<file path="src/rtl/bp_update_if.sv">
// Signal bundle between EX, the branch predictor and the update scheduler.
// The optional counters are present only when BP_UPDQ_STATS_EN is defined.
interface bp_update_if #(
    parameter int s_index = 4
);
    logic               ex_valid;
    logic [31:0]        ex_pc;
    logic [31:0]        ex_dest;
    logic               ex_taken;
    logic               ex_ready;
    logic               pred_stall;
    logic               clear_req;
    logic               clear_busy;
    logic               w_br_op;
    logic [31:0]        w_pc;
    logic [31:0]        w_dest;
    logic               w_taken;
    logic               clr_load;
    logic [s_index-1:0] clr_index;
`ifdef BP_UPDQ_STATS_EN
    logic [31:0]        stat_updates;
    logic [31:0]        stat_bp_cycles;
`endif

    // master is the EX/predictor environment; slave is the scheduler itself.
`ifdef BP_UPDQ_STATS_EN
    modport master (
        output ex_valid, ex_pc, ex_dest, ex_taken, pred_stall, clear_req,
        input  ex_ready, clear_busy, w_br_op, w_pc, w_dest, w_taken,
               clr_load, clr_index, stat_updates, stat_bp_cycles
    );
    modport slave (
        input  ex_valid, ex_pc, ex_dest, ex_taken, pred_stall, clear_req,
        output ex_ready, clear_busy, w_br_op, w_pc, w_dest, w_taken,
               clr_load, clr_index, stat_updates, stat_bp_cycles
    );
`else
    modport master (
        output ex_valid, ex_pc, ex_dest, ex_taken, pred_stall, clear_req,
        input  ex_ready, clear_busy, w_br_op, w_pc, w_dest, w_taken,
               clr_load, clr_index
    );
    modport slave (
        input  ex_valid, ex_pc, ex_dest, ex_taken, pred_stall, clear_req,
        output ex_ready, clear_busy, w_br_op, w_pc, w_dest, w_taken,
               clr_load, clr_index
    );
`endif
endinterface

</file>
<file path="src/rtl/bp_update_ctrl.sv">
// Branch predictor update scheduler: in-order update FIFO plus full-table clear walk.
// Define BP_UPDQ_STATS_EN to add the write and backpressure counters.
//
// state    | meaning
// ---------+---------------------------------------------------------
// st_run   | accept updates from EX, drain FIFO head into predictor
// st_clear | walk clr_index over every predictor entry, no updates
module bp_update_ctrl #(
    parameter int s_index = 4,
    parameter int depth   = 4
) (
    input  logic        clk,
    input  logic        rst,
    bp_update_if.slave  bus
);
    localparam int aw = $clog2(depth);

    localparam logic [0:0] st_run   = 1'b0;
    localparam logic [0:0] st_clear = 1'b1;

    localparam logic [aw:0]        cnt_one   = (aw+1)'(1);
    localparam logic [aw:0]        cnt_full  = (aw+1)'(depth);
    localparam logic [aw-1:0]      ptr_one   = aw'(1);
    localparam logic [s_index-1:0] idx_one   = s_index'(1);
    localparam logic [s_index-1:0] idx_last  = '1;

    logic [0:0]         state;
    logic [aw-1:0]      rd_ptr;
    logic [aw-1:0]      wr_ptr;
    logic [aw:0]        count;
    logic [s_index-1:0] clr_index;

    logic [31:0] mem_pc   [depth];
    logic [31:0] mem_dest [depth];
    logic        mem_taken[depth];

    logic full;
    logic empty;
    logic in_run;
    logic push;
    logic pop;

    assign full   = (count == cnt_full);
    assign empty  = (count == '0);
    assign in_run = (state == st_run);

    // Full is taken before any same-cycle pop, so a full FIFO never accepts.
    assign bus.ex_ready   = in_run && !full && !bus.clear_req;
    assign bus.w_br_op    = in_run && !empty && !bus.pred_stall;
    assign push           = bus.ex_valid && bus.ex_ready;
    assign pop            = bus.w_br_op;

    // Head is masked while empty so stale storage never reaches the predictor.
    assign bus.w_pc       = empty ? '0   : mem_pc[rd_ptr];
    assign bus.w_dest     = empty ? '0   : mem_dest[rd_ptr];
    assign bus.w_taken    = empty ? 1'b0 : mem_taken[rd_ptr];

    assign bus.clr_load   = (state == st_clear);
    assign bus.clear_busy = (state == st_clear);
    assign bus.clr_index  = clr_index;

    always_ff @(posedge clk) begin
        if (push) begin
            mem_pc[wr_ptr]    <= bus.ex_pc;
            mem_dest[wr_ptr]  <= bus.ex_dest;
            mem_taken[wr_ptr] <= bus.ex_taken;
        end
    end

    always_ff @(posedge clk or posedge rst) begin
        if (rst) begin
            state     <= st_run;
            rd_ptr    <= '0;
            wr_ptr    <= '0;
            count     <= '0;
            clr_index <= '0;
        end else begin
            case (state)
                st_run: begin
                    if (bus.clear_req) begin
                        rd_ptr    <= '0;
                        wr_ptr    <= '0;
                        count     <= '0;
                        clr_index <= '0;
                        state     <= st_clear;
                    end else begin
                        if (push) wr_ptr <= wr_ptr + ptr_one;
                        if (pop)  rd_ptr <= rd_ptr + ptr_one;
                        if (push && !pop)      count <= count + cnt_one;
                        else if (pop && !push) count <= count - cnt_one;
                    end
                end
                st_clear: begin
                    // Index wraps to 0 on the last entry, ready for the next walk.
                    clr_index <= clr_index + idx_one;
                    if (clr_index == idx_last) state <= st_run;
                end
                default: state <= st_run;
            endcase
        end
    end

`ifdef BP_UPDQ_STATS_EN
    logic [31:0] stat_updates;
    logic [31:0] stat_bp_cycles;

    assign bus.stat_updates   = stat_updates;
    assign bus.stat_bp_cycles = stat_bp_cycles;

    always_ff @(posedge clk or posedge rst) begin
        if (rst) begin
            stat_updates   <= '0;
            stat_bp_cycles <= '0;
        end else begin
            if (bus.w_br_op)                    stat_updates   <= stat_updates + 32'd1;
            if (bus.ex_valid && !bus.ex_ready)  stat_bp_cycles <= stat_bp_cycles + 32'd1;
        end
    end
`endif
endmodule

</file>
<file path="src/flat_wrapper.sv">
// flat-port wrapper written by rule: the top's interface ports become plain ports
module bp_update_ctrl_flat 
#(
    parameter int s_index = 4,
    parameter int depth   = 4
)
  (clk, rst, bus_ex_valid, bus_ex_pc, bus_ex_dest, bus_ex_taken, bus_pred_stall, bus_clear_req, bus_ex_ready, bus_clear_busy, bus_w_br_op, bus_w_pc, bus_w_dest, bus_w_taken, bus_clr_load, bus_clr_index);
  bp_update_if #(.s_index(s_index)) bus_i ();
  input  logic clk;
  input  logic rst;
  input wire logic [$bits(bus_i.ex_valid)-1:0] bus_ex_valid;
  input wire logic [$bits(bus_i.ex_pc)-1:0] bus_ex_pc;
  input wire logic [$bits(bus_i.ex_dest)-1:0] bus_ex_dest;
  input wire logic [$bits(bus_i.ex_taken)-1:0] bus_ex_taken;
  input wire logic [$bits(bus_i.pred_stall)-1:0] bus_pred_stall;
  input wire logic [$bits(bus_i.clear_req)-1:0] bus_clear_req;
  output wire logic [$bits(bus_i.ex_ready)-1:0] bus_ex_ready;
  output wire logic [$bits(bus_i.clear_busy)-1:0] bus_clear_busy;
  output wire logic [$bits(bus_i.w_br_op)-1:0] bus_w_br_op;
  output wire logic [$bits(bus_i.w_pc)-1:0] bus_w_pc;
  output wire logic [$bits(bus_i.w_dest)-1:0] bus_w_dest;
  output wire logic [$bits(bus_i.w_taken)-1:0] bus_w_taken;
  output wire logic [$bits(bus_i.clr_load)-1:0] bus_clr_load;
  output wire logic [$bits(bus_i.clr_index)-1:0] bus_clr_index;
  assign bus_i.ex_valid = bus_ex_valid;
  assign bus_i.ex_pc = bus_ex_pc;
  assign bus_i.ex_dest = bus_ex_dest;
  assign bus_i.ex_taken = bus_ex_taken;
  assign bus_i.pred_stall = bus_pred_stall;
  assign bus_i.clear_req = bus_clear_req;
  assign bus_ex_ready = bus_i.ex_ready;
  assign bus_clear_busy = bus_i.clear_busy;
  assign bus_w_br_op = bus_i.w_br_op;
  assign bus_w_pc = bus_i.w_pc;
  assign bus_w_dest = bus_i.w_dest;
  assign bus_w_taken = bus_i.w_taken;
  assign bus_clr_load = bus_i.clr_load;
  assign bus_clr_index = bus_i.clr_index;
  bp_update_ctrl #(.s_index(s_index), .depth(depth)) u_core (.clk(clk), .rst(rst), .bus(bus_i));
endmodule
</file>
<file path="config.mk">
export PLATFORM = sky130hd
export DESIGN_NAME = bp_update_ctrl_flat
export DESIGN_NICKNAME = d
export VERILOG_FILES = /design/src/rtl/bp_update_if.sv /design/src/rtl/bp_update_ctrl.sv /design/src/flat_wrapper.sv
export SDC_FILE = /design/constraint.sdc
export NUM_CORES = 1
export LEC_CHECK = 0
export ABC_AREA = 1
export CAP_MARGIN = 20
export CORE_MARGIN = 5
export CORE_UTILIZATION = 45
export DETAILED_ROUTE_END_ITERATION = 8
export PLACE_DENSITY = 0.7
export SETUP_SLACK_MARGIN = 0.05
export SYNTH_ARGS = -nofsm -noshare
export SYNTH_HDL_FRONTEND = slang
export SYNTH_SLANG_ARGS = --single-unit
</file>
<file path="constraint.sdc">
create_clock -name clk -period 5.15 [get_ports clk]
set_clock_uncertainty 0.05 [all_clocks]
set_input_delay 0.515 -clock clk [delete_from_list [all_inputs] [get_ports clk]]
set_output_delay 0.515 -clock clk [all_outputs]
set_load 0.02 [all_outputs]
</file>
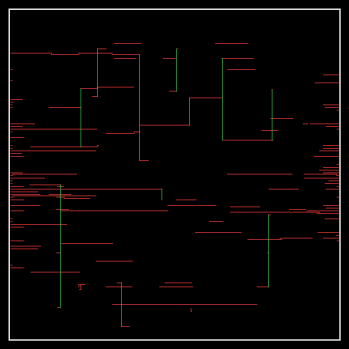
Run 1: signal wires by layer
Drawn at 2 px/um. Two of the layers only.
| layer | color | wire length |
|---|---|---|
| metal 4 | green | 331 um |
| metal 3 | red | 1550 um |

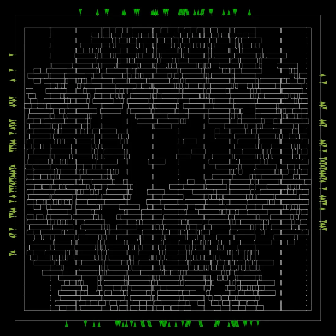
Run 1: cell outlines without signal wires
layout filler cell count: 1940
Tap Cells: 319
Core Region: 23500 sq um
Seq area share: 60.7%

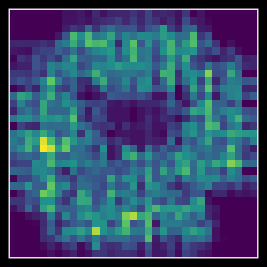
Run 1: wiring heat map
Drawn at 1.5 px/um. The die is cut into 33 by 33 equal tiles; dark purple is low, yellow is high, scaled to the fullest tile. Values are wire area over tile area, all layers added.
nearly empty tiles: 13%
tiles over half the peak: 13%
fullest tile: 0.49
mean over tiles: 0.14

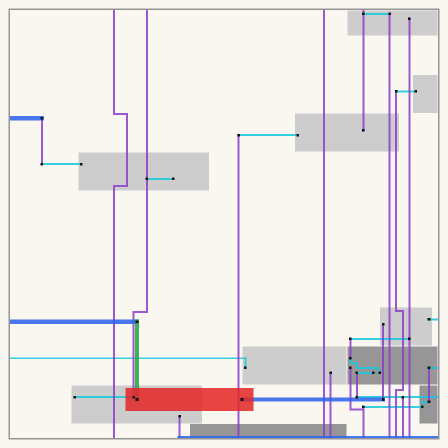
Run 1: layout detail
Region (67, 67) to (97, 97) um. Cells in gray, sequential cells in the stronger gray; small squares are vias.
| layer | color |
|---|---|
| metal 1 | cyan |
| metal 3 | blue |
| metal 5 | red |
| metal 4 | green |
| metal 2 | purple |
netlist names of flops here include: u_core.mem_pc (1)
sequential cells in the window: 1
cells with their middle in the window: 7
most frequent: buf_12 (3), clkbuf_16 (2)

[run 1: metal layers]
metal	up-vias	wire [um]
met3	28	1550
met4	2	331
met1	3200	9970
met2	174	11200
li1	3280	-
met5	-	7
[run 1: state kept, by name, summed over array words and instances (netlist names)]
signal and cells:
u_core.bus.clear_busy 1, u_core.bus.clr_index 4, u_core.count 3, u_core.mem_dest 128, u_core.mem_pc 128, u_core.mem_taken 4
u_core.rd_ptr 2, u_core.wr_ptr 2
[run 1: cell usage after synthesis]
| cell type | n | share of area (%) |
|---|---|---|
| inv_2 | 6 | 0.21 |
| nand2_2 | 3 | 0.17 |
| o21ai_1 | 68 | 3.2 |
| nand2_1 | 15 | 0.52 |
| a22o_1 | 1 | 0.081 |
| nand4_1 | 3 | 0.17 |
| nand3_4 | 1 | 0.16 |
| edfxtp_1 | 260 | 73 |
| ha_1 | 5 | 0.58 |
| clkbuf_1 | 10 | 0.35 |
| o21ai_0 | 66 | 3.1 |
| a21oi_2 | 1 | 0.081 |
| buf_1 | 3 | 0.10 |
| nand3_2 | 2 | 0.19 |
| nand3_1 | 6 | 0.28 |
| clkbuf_2 | 3 | 0.14 |
| fa_1 | 1 | 0.19 |
| nand3b_1 | 1 | 0.070 |
| inv_1 | 14 | 0.49 |
| buf_2 | 24 | 1.1 |
| nor2_4 | 1 | 0.10 |
| dfrtp_1 | 12 | 2.8 |
| xnor2_1 | 1 | 0.081 |
| nor2_1 | 268 | 9.3 |
| nor2_2 | 1 | 0.058 |
| buf_4 | 11 | 0.77 |
| a21oi_1 | 69 | 3.2 |
[run 1: path summary, 6_finish.rpt]
check / startpoint / endpoint / slack [ns]
setup / recovery: u_core.rd_ptr[0] / bus_w_pc[22] / 1.21
hold / removal: rst / u_core.bus.clr_index[1] / 0.26
setup reg to reg: u_core.bus.clear_busy / u_core.mem_dest[2][0] / 2.65
hold reg to reg: u_core.bus.clr_index[3] / u_core.bus.clear_busy / 0.47
max in group asynchronous: rst / u_core.rd_ptr[0] / 4.44
min in group clk: u_core.bus.clr_index[3] / u_core.bus.clear_busy / 0.47
[run 1: layout by cell type, fill, tap and decap left out, drive strengths merged]
cell type	n
nand2	18
ha	5
bufinv	2
nor2	270
clkdlybuf4s50	142
buf	12
dfrtp	12
a21oi	70
o21ai	134
nand3	9
clkinvlp	3
clkbuf	31
nand4	3
edfxtp	260
nand3b	1
inv	20
fa	1
a22o	1
xnor2	1
clkinv	11
[run 1: stage by stage]
step	instance area, sq um	cells	power (mW)
floorplan	10800	856	4.45
global placement	12500	1275	5.68
detailed placement	12500	1275	5.70
CTS	13300	1322	7.54
global route	13400	1325	7.90
finish	13400	1325	7.45
[run 1: area by class of cell]
cell class / count / area (sq um) / share of cell area, %
timing repair buffer: 154 / 1620 / 12.1
inverter: 20 / 77.6 / 0.580
multi-input combinational: 513 / 2350 / 17.6
tap: 319 / 399 / 2.98
sequential: 272 / 8110 / 60.7
clock inverter: 16 / 128 / 0.954
clock buffer: 31 / 691 / 5.16
==> impl_metrics.toml, run 1 <==
# yosys + openroad results
[yosys]
synth.distinct_cells = 27
xor_share_pct = 0.0813
simple_gate_area_share_pct = 11.1
syn_inst = 856
yosys.area_share.adder_pct = 0.767
aoi_share_pct = 9.60
syn_nets = 932

[floorplanning]
initial_utilization_pct = 45.7
ios = 143
die_y_um = 165
rows = 56

[setup_path]
cp_top_family = "buffers and inverters"
cp_cell_sequence = "buf_4 -> nor2_1 -> nor2_1 -> o21ai_0 -> a21oi_1 -> clkdlybuf4s50_1"
critical-path-slowest-cell = "dfrtp_4"
critPathMaxStageDelay_ns = 0.81
critPathMaxFanout = 78

[route]
drt-total-wl_mm = 23.1
drc = 0

[final_timing]
drv_slew = 0
rsz0062_at_grt = "no"
setup_violations = 0
slew_headroom_pct = 33.1
period_needed_ns = 3.94
hold_viol_final = 0

[global_route]
grt_max_degree = 79
grtUsageMet1_pct = 22.7
use_met2_pct = 28.3
grt_pass1_vias = 6701
overflow = 0
grt_busiest_layer = "met2"

[placement]
routabilityCongestion = 0.740

[clock_network]
holdBufCountCts = 0
cts.sinks = 272
h-tree-depth = 1

[power]
p_sw_mw = 2.69
pg_clk_mw = 1.82
power_density_nw_per_um2 = 557
intPower_mw = 4.76
clock_power_share_pct = 24.4
p_comb_mw = 2.99
p_seq_share_pct = 35.4
swShare_pct = 36.1
pg_seq_mw = 2.64
maxPowerGroup = "combinational cells"

[layout]
drive_gt1_share_pct = 6.76
fin_util_pct = 56.8
area_growth_pct = 24.2

[status]
status = "finished clean"
==> run 2: changes to the inputs <==
Clock period 5.15 ns to 3.9 ns, I/O delays scaled along.
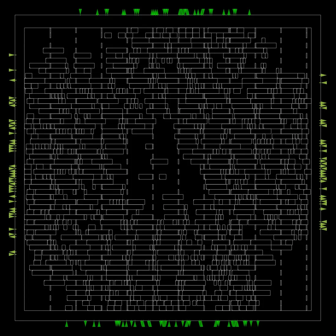
Run 2: cell outlines without signal wires
Seq area share: 60.3%
fin cells: 1328

==> impl_metrics.toml, run 2 <==
# yosys + openroad results
[global_route]
overflow = 0
grt_max_degree = 132

[yosys]
ys.flop_type = "edfxtp_1"
simple_gate_area_share_pct = 11.1
syn_inst = 856
synth-edff-count = 260
aoi_share_pct = 9.60
top_cell_area_share_pct = 72.5
synth_async_sr_flop_share_pct = 4.41
yosys-top-cells-area = "edfxtp_1, nor2_1, a21oi_1"
top_cell = "nor2_1"
synth_area_leader_cell = "edfxtp_1"
xor_share_pct = 0.0813
yosys.area_share.adder_pct = 0.767
synth.distinct_cells = 27
synth.top_cells.by_count = "nor2_1, edfxtp_1, a21oi_1"

[placement]
preCtsSetupSlack_ns = 1.21
routabilityCongestion = 0.767

[final_timing]
period_needed_ns = 3.20
drv_slew = 0
rsz0062_at_grt = "no"
slew_headroom_pct = 43.0

[layout]
largestRegisters = "u_core.mem_dest (128), u_core.mem_pc (128)"
area_growth_pct = 25.0
final_layout_top_logic_cells = "nor2_1, edfxtp_1, clkdlybuf4s50_1"

[floorplanning]
ios = 143
core_area_sq_um = 23500
rows = 56

[status]
status = "finished clean"

[setup_path]
critPathMaxFanout = 42
r2r_slack_ns = 1.71
r2r_end = "u_core.mem_pc[3][3]"
r2r_start = "u_core.bus.clear_busy"

[route]
drc = 0

[power]
power_density_nw_per_um2 = 759

[clock_network]
cts.sinks = 272
h-tree-depth = 1
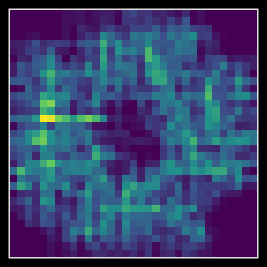
Run 2: wiring heat map
Drawn at 1.5 px/um. The die is cut into 33 by 33 equal tiles; dark purple is low, yellow is high, scaled to the fullest tile. Values are wire area over tile area, all layers added.
fullest tile: 0.62
mean over tiles: 0.14
tiles over half the peak: 7.3%
densest ninth of the die: middle left
nearly empty tiles: 15%

run 2: worst max-delay path: stages (launching register included):
cell	delay [ns]
dfrtp_4	0.50
inv_4	0.34
buf_4	0.35
o21ai_0	0.13
a21oi_1	0.24
clkdlybuf4s50_1	0.66
run 2: cell families (layout without fill, tap and decap cells):
kind of cell / after synthesis / count (layout)
flip-flops: 272 / 272
adder cells (fa/ha/maj): 6 / 6
buffers and inverters: 71 / 224
XOR/XNOR: 1 / 1
AND-OR/OR-AND: 205 / 205
AND/OR/NAND/NOR: 301 / 301
run 2: cell type report:
cell class                 count  area (sq um)
tap                          319           399
clock buffer                  29           683
inverter                      20          77.6
multi-input combinational    513          2350
sequential                   272          8110
timing repair buffer         155          1590
clock inverter                20           245
fill                        1917         10100
run 2: how the worst max path moves through the flow:
stage,from,endpoint,slack [ns],depth (start not counted)
after global placement,u_core.rd_ptr[1],bus_w_dest[18],1.29,6
after global routing,u_core.rd_ptr[0],bus_w_pc[29],0.53,5
after CTS,u_core.rd_ptr[0],bus_w_dest[0],0.66,5
final,u_core.rd_ptr[0],bus_w_dest[0],0.70,5
after detailed placement,u_core.rd_ptr[0],bus_w_dest[0],1.21,5
after floorplan,u_core.bus.clear_busy,u_core.mem_dest[0][0],-0.27,3
run 2: power by group:
part	internal, mW	switching [mW]	total, mW
sequential	3.32	0.0840	3.40
clock	1.66	1.04	2.70
combinational	1.61	2.50	4.11
total	6.58	3.63	10.2
run 2: per-layer routing:
metal	vias to the layer above	track usage [%]	part of all wire (%)
met3	40	3.52	6.0
met1	3389	23.9	43
met4	4	3.36	1.7
li1	3291	-	-
met2	210	29.9	49
met5	-	0	0.11
run 2: stage by stage:
| stage | total power [mW] | cells | hold slack, ns | instance area, sq um | utilization [%] |
|---|---|---|---|---|---|
| floorplan | 5.88 | 856 | 0.205 | 10800 | - |
| global route | 10.8 | 1328 | 0.183 | 13500 | 57.2 |
| finish | 10.2 | 1328 | 0.133 | 13500 | 57.2 |
| detailed placement | 7.60 | 1279 | 0.452 | 12500 | 53.2 |
| global placement | 7.54 | 1279 | 0.451 | 12500 | 53.2 |
| CTS | 10.3 | 1328 | 0.135 | 13500 | 57.2 |
Run 2, selected gate families:
Drawn at 2 px/um.
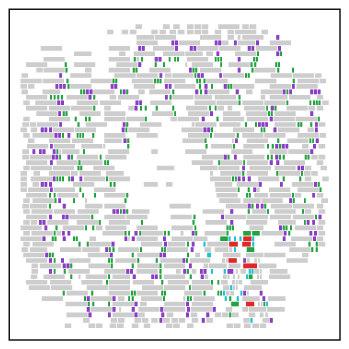

==> run 3: changes to the inputs <==
Clock period 3.9 ns to 3 ns, I/O delays scaled along.
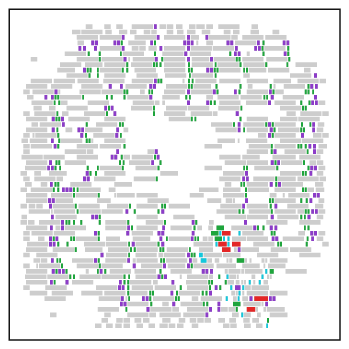
Run 3: selected gate families
Drawn at 2 px/um.
| family | color | cells | most used |
|---|---|---|---|
| fa/ha/maj cells | red | 6 | ha_1 |
| aoi and oai cells | purple | 204 | a21oi_1 |
| inv cells | cyan | 20 | inv_1 |
| nor cells | green | 270 | nor2_1 |

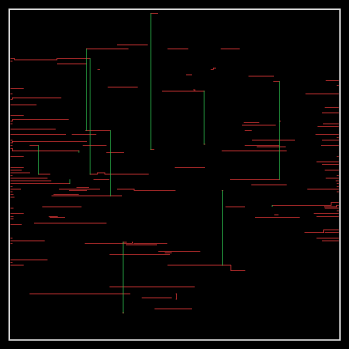
Run 3: signal wires by layer
Drawn at 2 px/um. Two of the layers only.
| layer | color | wire length |
|---|---|---|
| metal 3 | red | 1550 um |
| metal 4 | green | 365 um |

==> impl_metrics.toml, run 3 <==
# yosys + openroad results
[power]
intPower_mw = 8.60
clock_power_share_pct = 24.7
swShare_pct = 35.6
p_sw_mw = 4.74
p_seq_share_pct = 33.3
finalPower_mw = 13.3

[setup_path]
r2r_slack_ns = 0.94
worst-path-stages = 7
critPathMaxFanout = 25

[yosys]
synth.distinct_cells = 27
top_cell_area_share_pct = 72.5
yosys-top-cells-area = "edfxtp_1, nor2_1, a21oi_1"
synth_async_sr_flop_share_pct = 4.41
synth-edff-count = 260
ys.flop_type = "edfxtp_1"
synth.top_cells.by_count = "nor2_1, edfxtp_1, a21oi_1"

[placement]
preCtsSetupSlack_ns = 0.441
dp_cells = 1287
routabilityCongestion = 0.768

[layout]
final_layout_top_logic_cells = "nor2_1, edfxtp_1, clkdlybuf4s50_1"
fillCellCount = 1897
area_growth_pct = 26.9
layout.cells.non_filler = 1344
largestRegisters = "u_core.mem_dest (128), u_core.mem_pc (128)"

[final_timing]
slew_headroom_pct = 64.4
period_needed_ns = 2.84
holdWs_ns = 0.0330
drv_slew = 0

[global_route]
grt_max_degree = 66

[floorplanning]
ios = 143

[status]
status = "finished clean"
-- run 3: cell count changes in the layout (fill, tap and decap cells not counted), sizes merged --
cell / before / now
bufinv: 6 / 2
bufbuf: 0 / 1
buf: 13 / 24
clkbuf: 29 / 41
dlymetal6s2s: 0 / 18
clkinv: 14 / 9
dlygate4sd2: 0 / 3
clkinvlp: 0 / 1
clkdlybuf4s50: 142 / 121
-- run 3: routing by layer --
| layer | vias up | part of all wire, % | GRT usage (%) |
|---|---|---|---|
| li1 | 3313 | - | - |
| met1 | 3231 | 42 | 21.8 |
| met2 | 185 | 49 | 28.7 |
| met3 | 26 | 6.6 | 3.59 |
| met4 | 6 | 1.6 | 4.20 |
| met5 | - | 0.17 | 0 |
-- run 3: path summary, 6_finish.rpt --
| check | startpoint | endpoint |
|---|---|---|
| setup / recovery | u_core.rd_ptr[0] | bus_w_pc[28] |
| hold / removal | rst | u_core.bus.clr_index[1] |
| setup reg to reg | u_core.bus.clear_busy | u_core.count[2] |
| hold reg to reg | u_core.count[1] | u_core.count[1] |
| max in group asynchronous | rst | u_core.rd_ptr[0] |
| min in group clk | bus_ex_dest[16] | u_core.mem_dest[1][16] |
-- run 3: layout make-up --
type	instances	area, sq um	share of cell area [%]
clock buffers	40	777	5.69
clock inverters	12	106	0.779
inverters	20	82.6	0.605
multi-input cells	513	2350	17.2
flip-flops and latches	272	8110	59.4
well taps	319	399	2.92
repair buffers	168	1840	13.4
-- run 3: power groups by stage --
stage	Combinational (mW)	Clock [mW]	Sequential (mW)
final	5.61	3.29	4.45
after global routing	6.11	3.51	4.46
after CTS	5.60	3.36	4.44
after detailed placement	5.44	0	4.55
after global placement	5.39	0	4.55
after floorplan	3.13	0	4.52
-- run 3: cells by family after synthesis --
kind of cell | Yosys count | share of synthesized area [%]
AND/OR/NAND/NOR | 301 | 11.1
flip-flops | 272 | 75.3
AND-OR/OR-AND | 205 | 9.60
buffers and inverters | 71 | 3.17
adder cells (fa/ha/maj) | 6 | 0.767
XOR/XNOR | 1 | 0.0814
-- run 3: per-stage QoR --
| stage | cell area (sq um) | utilization (%) |
|---|---|---|
| after CTS | 13600 | 57.7 |
| after detailed placement | 12600 | 53.6 |
| final | 13700 | 58.0 |
| after global placement | 12600 | 53.6 |
| after global routing | 13700 | 58.0 |
| after floorplan | 10800 | - |
-- run 3: repair_timing --
item / in CTS / in global routing
gates cloned: 1 / 1
buffers inserted: 3 / 0
setup endpoints to repair: 58 / 28
resized: 5 / 22
hold buffers: 0 / 0
endpoints found under the hold margin: 0 / 0
-- run 3: worst reg2reg max path, cell delays in order, from the launching register on --
cell	delay (ns)
dfrtp_1	0.57
inv_2	0.09
nand2_1	0.09
a21oi_2	0.06
nand3_2	0.10
inv_1	0.07
fa_1	0.44
xnor2_1	0.20
nand4_1	0.11
nand2_1	0.08
nand3_1	0.06
nand2_1	0.07
Power is estimated from default activity; no workload was simulated.
